### Signal wires on met3, run 1

Drawn at 1.5 px/µm. Cells faint in the background.
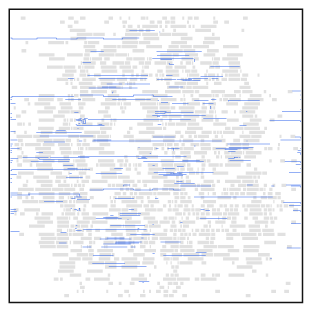
### Power grid, run 1

Drawn at 2 px/µm. Pins as bars on the die edge. Tap cells in gray.
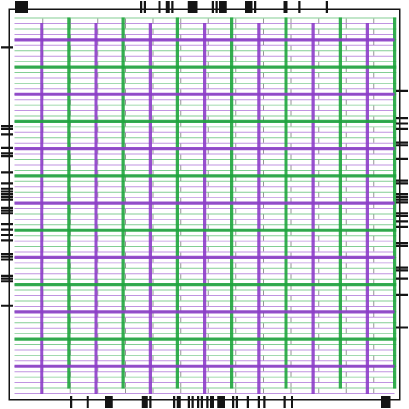
### Signal wires on met2, run 1

Drawn at 1.5 px/µm.
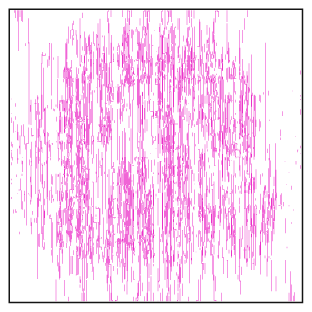
### Clock routing, run 1

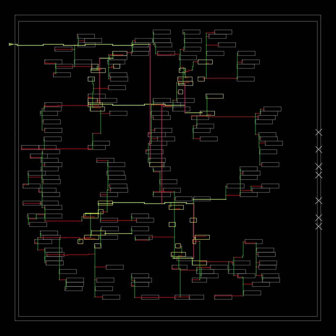
### src/rtl/reg_writeback_queue_pkg.sv
// Shared types and constants for the register writeback queue.
// Occupancy is a pure function of the pending-entry count.
package reg_writeback_queue_pkg;

  localparam int unsigned REG_ADDR_W    = 5;
  localparam int unsigned REG_DATA_W    = 32;
  localparam int unsigned DEFAULT_DEPTH = 4;

  typedef struct packed {
    logic [REG_ADDR_W-1:0] addr;
    logic [REG_DATA_W-1:0] data;
  } wb_entry_t;

  typedef enum logic [1:0] {
    OccEmpty,
    OccActive,
    OccFull
  } occ_e;

  function automatic occ_e occ_of(input int unsigned cnt, input int unsigned depth);
    if (cnt == 0) return OccEmpty;
    if (cnt >= depth) return OccFull;
    return OccActive;
  endfunction

endpackage

### src/rtl/wbq_fwd_match.sv
// Youngest-match forwarding lookup across all pending writeback entries.
module wbq_fwd_match
  import reg_writeback_queue_pkg::*;
#(
  parameter int unsigned DEPTH = DEFAULT_DEPTH
) (
  input  wb_entry_t [DEPTH-1:0]         entries,
  input  logic      [DEPTH-1:0]         valid,
  input  logic      [$clog2(DEPTH)-1:0] wr_ptr,
  input  logic      [REG_ADDR_W-1:0]    fwd_addr,
  output logic                          hit,
  output logic      [REG_DATA_W-1:0]    data
);

  localparam int unsigned PtrW = $clog2(DEPTH);

  logic [PtrW-1:0] idx;

  // Walk oldest slot to youngest so the last match seen is the youngest one.
  always_comb begin
    hit  = 1'b0;
    data = '0;
    idx  = '0;
    for (int k = int'(DEPTH); k >= 1; k--) begin
      idx = wr_ptr - PtrW'(k);
      if (valid[idx] && (entries[idx].addr == fwd_addr) && (fwd_addr != '0)) begin
        hit  = 1'b1;
        data = entries[idx].data;
      end
    end
  end

endmodule

### src/rtl/reg_writeback_queue.sv
// In-order register writeback queue with stall hold and youngest-match forwarding.
// Writes to register zero complete the handshake but are dropped.
module reg_writeback_queue
  import reg_writeback_queue_pkg::*;
#(
  parameter int unsigned DEPTH = DEFAULT_DEPTH
) (
  input  logic                     clk,
  input  logic                     reset,
  input  logic                     wb_valid,
  output logic                     wb_ready,
  input  logic [REG_ADDR_W-1:0]    wb_addr,
  input  logic [REG_DATA_W-1:0]    wb_data,
  input  logic                     rf_stall,
  output logic                     rf_wr_en,
  output logic [REG_ADDR_W-1:0]    rf_wr_addr,
  output logic [REG_DATA_W-1:0]    rf_wr_data,
  input  logic [REG_ADDR_W-1:0]    fwd_addr,
  output logic                     fwd_hit,
  output logic [REG_DATA_W-1:0]    fwd_data,
  output logic [$clog2(DEPTH):0]   count
);

  localparam int unsigned PtrW = $clog2(DEPTH);
  localparam int unsigned CntW = PtrW + 1;

  wb_entry_t [DEPTH-1:0] mem_q;
  logic [PtrW-1:0]       rd_ptr_q, rd_ptr_d;
  logic [PtrW-1:0]       wr_ptr_q, wr_ptr_d;
  logic [CntW-1:0]       count_q, count_d;
  logic [PtrW-1:0]       age [DEPTH];
  logic [DEPTH-1:0]      valid;
  logic                  push, pop;
  occ_e                  occ;

  assign occ      = occ_of(32'(count_q), DEPTH);
  assign wb_ready = (occ != OccFull);
  assign push     = wb_valid && wb_ready && (wb_addr != '0);
  assign rf_wr_en = (occ != OccEmpty) && !rf_stall;
  assign pop      = rf_wr_en;
  assign count    = count_q;

  assign rf_wr_addr = (occ != OccEmpty) ? mem_q[rd_ptr_q].addr : '0;
  assign rf_wr_data = (occ != OccEmpty) ? mem_q[rd_ptr_q].data : '0;

  // Slot i is live when its distance from the head is below the count.
  for (genvar i = 0; i < DEPTH; i++) begin : g_valid
    assign age[i]   = PtrW'(i) - rd_ptr_q;
    assign valid[i] = ({1'b0, age[i]} < count_q);
  end

  always_comb begin
    rd_ptr_d = rd_ptr_q + PtrW'(pop);
    wr_ptr_d = wr_ptr_q + PtrW'(push);
    count_d  = count_q + CntW'(push) - CntW'(pop);
  end

  always_ff @(posedge clk or negedge reset) begin
    if (!reset) begin
      rd_ptr_q <= '0;
      wr_ptr_q <= '0;
      count_q  <= '0;
    end else begin
      rd_ptr_q <= rd_ptr_d;
      wr_ptr_q <= wr_ptr_d;
      count_q  <= count_d;
    end
  end

  // Storage is deliberately unreset; validity comes only from pointers and count.
  always_ff @(posedge clk) begin
    if (push) mem_q[wr_ptr_q] <= '{addr: wb_addr, data: wb_data};
  end

  wbq_fwd_match #(
    .DEPTH(DEPTH)
  ) u_fwd_match (
    .entries  (mem_q),
    .valid    (valid),
    .wr_ptr   (wr_ptr_q),
    .fwd_addr (fwd_addr),
    .hit      (fwd_hit),
    .data     (fwd_data)
  );

endmodule

### config.mk
export PLATFORM = sky130hd
export DESIGN_NAME = reg_writeback_queue
export DESIGN_NICKNAME = d
export VERILOG_FILES = /design/src/rtl/reg_writeback_queue_pkg.sv /design/src/rtl/wbq_fwd_match.sv /design/src/rtl/reg_writeback_queue.sv
export SDC_FILE = /design/constraint.sdc
export NUM_CORES = 1
export LEC_CHECK = 0
export ABC_CLOCK_PERIOD_IN_PS = 4000
export CAP_MARGIN = 20
export CORE_MARGIN = 2
export CORE_UTILIZATION = 34
export DETAILED_ROUTE_END_ITERATION = 10
export PLACE_DENSITY = 0.56
export SLEW_MARGIN = 20
export SYNTH_ARGS = -nofsm -noshare
export SYNTH_HDL_FRONTEND = slang
export SYNTH_SLANG_ARGS = --single-unit
### constraint.sdc
create_clock -name clk -period 4 [get_ports clk]
set_input_delay 0.6 -clock clk [delete_from_list [all_inputs] [get_ports clk]]
set_output_delay 0.6 -clock clk [all_outputs]
set_load 0.01 [all_outputs]
==> results.json, run 1 <==
{
  "status": "finished, violations left",
  "failed_checks": "design-rule violations, negative setup slack",
  "synth_to_final_area_change_pct": 34.8,
  "synth_stat.cells": 933,
  "internal_power_mw": 8.16,
  "pwr_density_cell_nw_per_um2": 875,
  "clock_buf_count": 17,
  "power.leakage_nw": 5.59,
  "clock_power_share_pct": 11.5,
  "timing.critical_path.depth": 10,
  "regArea_um2": 4630,
  "endpoint_kind": "output pin",
  "regToRegSetupSlack_ns": 1.30,
  "most_numerous_cell_types_in_the_synthesized_netlist": "148 x sky130_fd_sc_hd__edfxtp_1, 145 x sky130_fd_sc_hd__mux4_2, 76 x sky130_fd_sc_hd__nor2b_1",
  "grt_pass1_wl_um": 59600,
  "place_ws_ns": -0.266,
  "syn_inst": 933,
  "placedInstanceArea_um2": 14900,
  "holdCritPathClass": "input port to async pin",
  "yosys_warnings": 0,
  "layout.area.comb_um2": 8190,
  "grt_max_degree": 133,
  "antenna_violations_before_repair": 0,
  "synth.mux.area_fraction_pct": 33.5,
  "dr.first_iter.drc_count": 912,
  "antenna_cells": 1,
  "clockBufferDepth": 2,
  "post_synth_xor_area_fraction_pct": 2.20,
  "rsz0062_at_grt": "true",
  "syn_area_per_cell_um2": 13.2,
  "layout.nets": 1162,
  "synth-async-reset-ratio_pct": 4.52,
  "worst_skew_pair.late_latency_ns": 0.44,
  "synth.net_count": 992,
  "switching_power_mw": 6.40,
  "irDropWorstVdd_mv": 0.569,
  "cts_root_buffer": "sky130_fd_sc_hd__clkbuf_16",
  "crit_path_max_incr_delay_ns": 0.50,
  "timing.critical_path.buf_inv": 4,
  "hold_slack_ns": 0.446,
  "pg_clk_mw": 1.68,
  "logic_family": "multiplexers",
  "cts_post_setup_buffers_inserted": 12,
  "drtAntennaViolNets": 0,
  "timing_worst_setup_path_type": "flop to output pin",
  "tightestPinTransition_ns": 0.941,
  "design.die.area_um2": 37800,
  "layout.cells.most_common": "sky130_fd_sc_hd__edfxtp_1",
  "totalWireLength_um": 41100,
  "maxClockFrequency_ghz": 0.243,
  "cp_max_fanout": 6,
  "cp_data_required_time_ns": 3.40,
  "finalWorstSetupSlack_ns": -0.121,
  "relSlewSlack_pct": 37.3,
  "routed-via-count": 9666,
  "final-instance-count-excl-fill": 1578,
  "vias_per_cell": 6.13,
  "place.port_buffers": 120,
  "final-nonclk-buf-share_pct": 15.6,
  "seq_area_frac_synth_pct": 37.5,
  "cts.htree.levels": 4,
  "critPathLaunchType": "flop",
  "comb_power_share_pct": 72.7,
  "setup_viol_count_final": 32,
  "global_route.usage.met1_pct": 28.8,
  "mappedNetlistArea_um2": 12300,
  "floorplanUtilization_pct": 34.6,
  "share_seq_of_total_power_pct": 15.8,
  "num_io_pins": 121,
  "final_layout_clock_cell_area_share_pct": 3.61,
  "synth_top_cell_by_count": "sky130_fd_sc_hd__edfxtp_1",
  "area_leaders": "sky130_fd_sc_hd__edfxtp_1 36%, sky130_fd_sc_hd__mux4_2 26%, sky130_fd_sc_hd__a211oi_1 4.0%",
  "cell_breakdown_of_the_critical_path": "buf_6 > buf_12 > mux4_2 > or3_4 > a211o_4 > clkbuf_16 > a221oi_2 > mux2i_1 > a211oi_4 > buf_2",
  "core_region_area_um2": 35700,
  "use_met2_pct": 34.5,
  "timing.critical_path.arrival_ns": 3.52,
  "simple_gate_share_pct": 10.3,
  "maxCapViolCount": 0,
  "synth.cellmix.compoundShare_pct": 10.9,
  "route.met2.wl_um": 20000,
  "drcViolationCount": 14,
  "final_period_minus_worst_setup_slack_ns": 4.12,
  "hold_viol": 0,
  "detailed_placement_hpwl_um": 24900,
  "reg2reg_to": "count[2]",
  "cp-endpoint": "fwd_data[11]",
  "post_route_cells_drive_above_1_share_pct": 46.2,
  "worst_setup_hold_path_clk_slew_ns": 0.08,
  "tritoncts_sinks": 155,
  "dr.max_layer_used": "met4",
  "synth.yosys.chip_area_um2": 12300
}
Notes on 'Signal wires on met3' above:
The longest straight run is 86.0 µm. 145 nets have wire on it. The wires run mostly horizontal. The layer holds 5.9% of the routed length.

Notes on 'Power grid' above:
Key: purple = VSS; green = VDD
13 straps on met5. 14 straps on met4. The core has 69 rows.

Notes on 'Signal wires on met2' above:
999 nets have wire on it. The longest straight run is 78.5 µm.

Notes on 'Clock routing' above:
TritonCTS buffer count: 17
flop count: 155
clock tree skew after final layout: 0.00824 ns

==> run 1 -> run 2 <==
--- a/config.mk
+++ b/config.mk
@@ -9,7 +9,9 @@
 export CAP_MARGIN = 20
 export CORE_MARGIN = 2
 export CORE_UTILIZATION = 34
+export CTS_BUF_LIST = sky130_fd_sc_hd__clkbuf_8
 export DETAILED_ROUTE_END_ITERATION = 10
+export HOLD_SLACK_MARGIN = 0.06
 export PLACE_DENSITY = 0.56
 export SLEW_MARGIN = 20
 export SYNTH_ARGS = -nofsm -noshare
### Clock routing, run 2

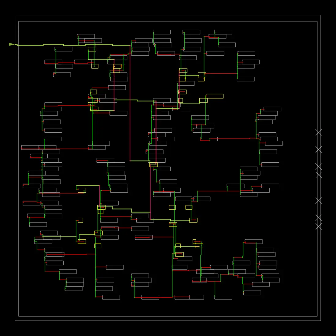
TritonCTS Sinks: 155
latest clock arrival within the worst-skew pair: 0.50 ns

### Power grid, run 2

Drawn at 2 px/µm. Pins as bars on the die edge. Tap cells in gray.
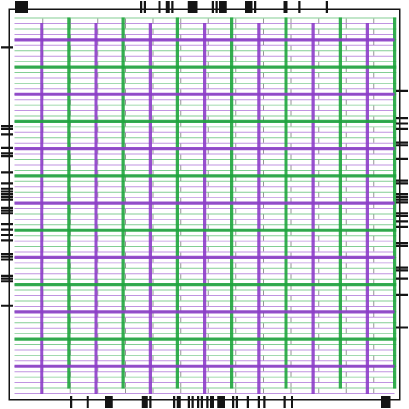
peak ir drop on the vdd network: 0.567 mV
Die Wd: 194 µm
Die Y: 194 µm

==> run 2 against run 1 <==
  * The flow still finishes with violations (design-rule violations, negative setup slack)
  * Count of clock-buffer cells in the layout is the same
  * Via count shrank 0.34%
  * Maximum frequency shrank 3.0%
  * Non-clock buffer count grew 2
  * Area after synthesis is the same
  * Critical path depth is the same
  * First-iteration DRC count shrank 7.9%
  * Clock power shrank 24%
  * Core utilization shrank 0.82 points
  * Clock skew grew 0.0069 ns
  * Critical path type unchanged
  * Largest cell class unchanged
  * Largest power group unchanged
==> results.json, run 2 <==
{
  "status": "finished, violations left",
  "failed_checks": "design-rule violations, negative setup slack",
  "synth-async-reset-ratio_pct": 4.52,
  "global_route.usage.met1_pct": 28.9,
  "finClkSkew_ns": 0.0152,
  "grt_max_degree": 133,
  "regToRegSetupSlack_ns": 1.31,
  "synth_stat.cells": 933,
  "cell_breakdown_of_the_critical_path": "buf_6 > buf_12 > mux4_2 > or3_4 > a211o_4 > clkbuf_16 > a221oi_2 > mux2i_1 > a211oi_4 > buf_2",
  "finalWorstSetupSlack_ns": -0.246,
  "final-nonclk-buf-share_pct": 15.7,
  "synth_to_final_area_change_pct": 32.5,
  "clock_power_share_pct": 9.0,
  "cts_root_buffer": "sky130_fd_sc_hd__clkbuf_8",
  "dr.max_layer_used": "met4",
  "yosys_warnings": 0,
  "switching_power_mw": 6.31,
  "flops": 155,
  "hold_slack_ns": 0.371,
  "most_numerous_cell_types_in_the_synthesized_netlist": "148 x sky130_fd_sc_hd__edfxtp_1, 145 x sky130_fd_sc_hd__mux4_2, 76 x sky130_fd_sc_hd__nor2b_1",
  "use_met2_pct": 34.3,
  "routed-via-count": 9633,
  "relSlewSlack_pct": 29.9,
  "syn_area_per_cell_um2": 13.2,
  "logic_family": "multiplexers",
  "numCtsBuffers": 17,
  "clockBufferDepth": 2,
  "holdCritPathClass": "input port to async pin",
  "share_seq_of_total_power_pct": 16.4,
  "timing.critical_path.arrival_ns": 3.65,
  "regArea_um2": 4630,
  "area_leaders": "sky130_fd_sc_hd__edfxtp_1 36%, sky130_fd_sc_hd__mux4_2 26%, sky130_fd_sc_hd__a211oi_1 4.0%",
  "num_io_pins": 121,
  "synth.mux.area_fraction_pct": 33.5,
  "synth.yosys.chip_area_um2": 12300,
  "comb_power_share_pct": 74.6,
  "endpoint_kind": "output pin",
  "place.port_buffers": 120,
  "crit_path_max_incr_delay_ns": 0.51,
  "detailed_placement_hpwl_um": 24900,
  "pwr_density_cell_nw_per_um2": 860,
  "final-instance-count-excl-fill": 1579,
  "vias_per_cell": 6.10,
  "totalWireLength_um": 41000,
  "syn_inst": 933,
  "rsz0062_at_grt": "true",
  "final_period_minus_worst_setup_slack_ns": 4.25,
  "timing.critical_path.buf_inv": 4,
  "hold_viol": 0,
  "dr.first_iter.drc_count": 840,
  "critPathLaunchType": "flop",
  "drcViolationCount": 7,
  "synth.net_count": 992,
  "antenna_violations_before_repair": 0,
  "cp_max_fanout": 6,
  "place_ws_ns": -0.266,
  "cp_data_required_time_ns": 3.40,
  "post_synth_xor_area_fraction_pct": 2.20,
  "timing.critical_path.depth": 10,
  "mappedNetlistArea_um2": 12300,
  "maxCapViolCount": 0,
  "synth.cellmix.compoundShare_pct": 10.9,
  "cts_post_setup_buffers_inserted": 14,
  "maxClockFrequency_ghz": 0.235,
  "synth_top_cell_by_count": "sky130_fd_sc_hd__edfxtp_1",
  "post_route_cells_drive_above_1_share_pct": 46.1,
  "setup_viol_count_final": 32,
  "antenna_cells": 0,
  "simple_gate_share_pct": 10.3,
  "core_region_area_um2": 35700,
  "layout.nets": 1164,
  "pg_clk_mw": 1.27,
  "worst_setup_hold_path_clk_slew_ns": 0.11,
  "design.die.area_um2": 37800,
  "clock_buf_count": 17
}
==> run 2 -> run 3 <==
--- a/config.mk
+++ b/config.mk
@@ -5,11 +5,11 @@
 export SDC_FILE = /design/constraint.sdc
 export NUM_CORES = 1
 export LEC_CHECK = 0
-export ABC_CLOCK_PERIOD_IN_PS = 4000
 export CAP_MARGIN = 20
 export CORE_MARGIN = 2
 export CORE_UTILIZATION = 34
 export CTS_BUF_LIST = sky130_fd_sc_hd__clkbuf_8
+export CTS_CLUSTER_SIZE = 12
 export DETAILED_ROUTE_END_ITERATION = 10
 export HOLD_SLACK_MARGIN = 0.06
 export PLACE_DENSITY = 0.56
### Power grid, run 3

Drawn at 2 px/µm. Pins as bars on the die edge. Tap cells in gray.
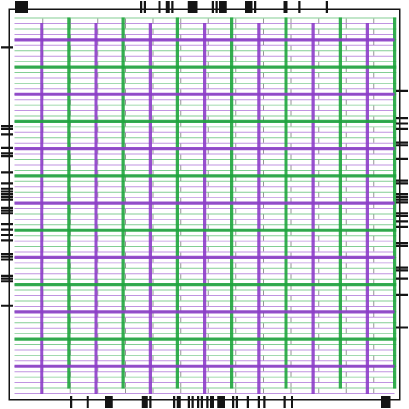
area inside the core boundary: 35700 µm²

### Clock routing, run 3

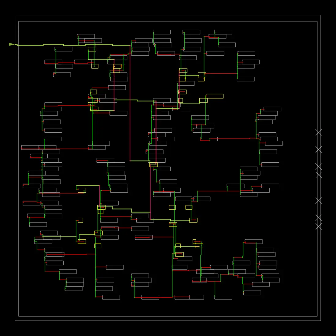
clock buf count: 17
clock group power: 1.27 mW
clock tree skew after final layout: 0.0152 ns

==> run 3 against run 2 <==
  * The flow still finishes with violations (design-rule violations, negative setup slack)
  * Non-clock buffer count unchanged
  * Critical path depth stayed put
  * Clock skew unchanged
  * Die size is the same
  * Wire length stayed put
  * Synthesized cell count stayed put
  * Sequential power is essentially flat
  * Cell area is the same
  * Sequential share of layout area stayed put
  * Clock power is essentially flat
  * Combinational power about the same
  * Cell count is the same
  * Critical path type unchanged
  * Critical endpoint unchanged
==> results.json, run 3 <==
{
  "clock_power_share_pct": 9.0,
  "design.die.area_um2": 37800,
  "die_width_um": 194,
  "layout.nets": 1164,
  "hold_slack_ns": 0.371,
  "num_io_pins": 121,
  "relSlewSlack_pct": 29.9,
  "rsz0062_at_grt": "true",
  "area_leaders": "sky130_fd_sc_hd__edfxtp_1 36%, sky130_fd_sc_hd__mux4_2 26%, sky130_fd_sc_hd__a211oi_1 4.0%",
  "cp_max_fanout": 6,
  "maxClockFrequency_ghz": 0.235,
  "final-instance-count-excl-fill": 1579,
  "synth-async-reset-ratio_pct": 4.52,
  "synth_stat.cells": 933,
  "cts_root_buffer": "sky130_fd_sc_hd__clkbuf_8",
  "simple_gate_share_pct": 10.3,
  "die_height_um": 194,
  "synth_to_final_area_change_pct": 32.5,
  "use_met2_pct": 34.3,
  "numCtsBuffers": 17,
  "finalWorstSetupSlack_ns": -0.246,
  "switching_power_mw": 6.31,
  "worst_skew_pair.late_latency_ns": 0.50,
  "tritoncts_sinks": 155,
  "final-nonclk-buf-share_pct": 15.7,
  "logic_family": "multiplexers",
  "syn_inst": 933,
  "hold_viol": 0,
  "place_ws_ns": -0.266,
  "holdCritPathClass": "input port to async pin",
  "regToRegSetupSlack_ns": 1.31,
  "endpoint_kind": "output pin",
  "antenna_cells": 0,
  "routed-via-count": 9633,
  "synth.mux.area_fraction_pct": 33.5,
  "irDropWorstVdd_mv": 0.567,
  "drcViolationCount": 7,
  "flops": 155,
  "status": "finished, violations left",
  "failed_checks": "design-rule violations, negative setup slack",
  "maxCapViolCount": 0,
  "dr.first_iter.drc_count": 840,
  "final_period_minus_worst_setup_slack_ns": 4.25,
  "post_route_cells_drive_above_1_share_pct": 46.1,
  "vias_per_cell": 6.10,
  "synth_top_cell_by_count": "sky130_fd_sc_hd__edfxtp_1",
  "comb_power_share_pct": 74.6,
  "synth.cellmix.compoundShare_pct": 10.9,
  "most_numerous_cell_types_in_the_synthesized_netlist": "148 x sky130_fd_sc_hd__edfxtp_1, 145 x sky130_fd_sc_hd__mux4_2, 76 x sky130_fd_sc_hd__nor2b_1",
  "timing.critical_path.depth": 10,
  "mappedNetlistArea_um2": 12300,
  "cts_post_setup_buffers_inserted": 14,
  "groute.usage.overall_pct": 20.9,
  "critPathLaunchType": "flop",
  "timing.critical_path.arrival_ns": 3.65,
  "detailed_placement_hpwl_um": 24900,
  "crit_path_max_incr_delay_ns": 0.51,
  "cp_data_required_time_ns": 3.40,
  "place.port_buffers": 120,
  "clockBufferDepth": 2,
  "post_synth_xor_area_fraction_pct": 2.20,
  "setup_viol_count_final": 32,
  "grt_max_degree": 133,
  "synth.net_count": 992
}
Power figures rest on the tool's default switching activity, not on a simulated workload.
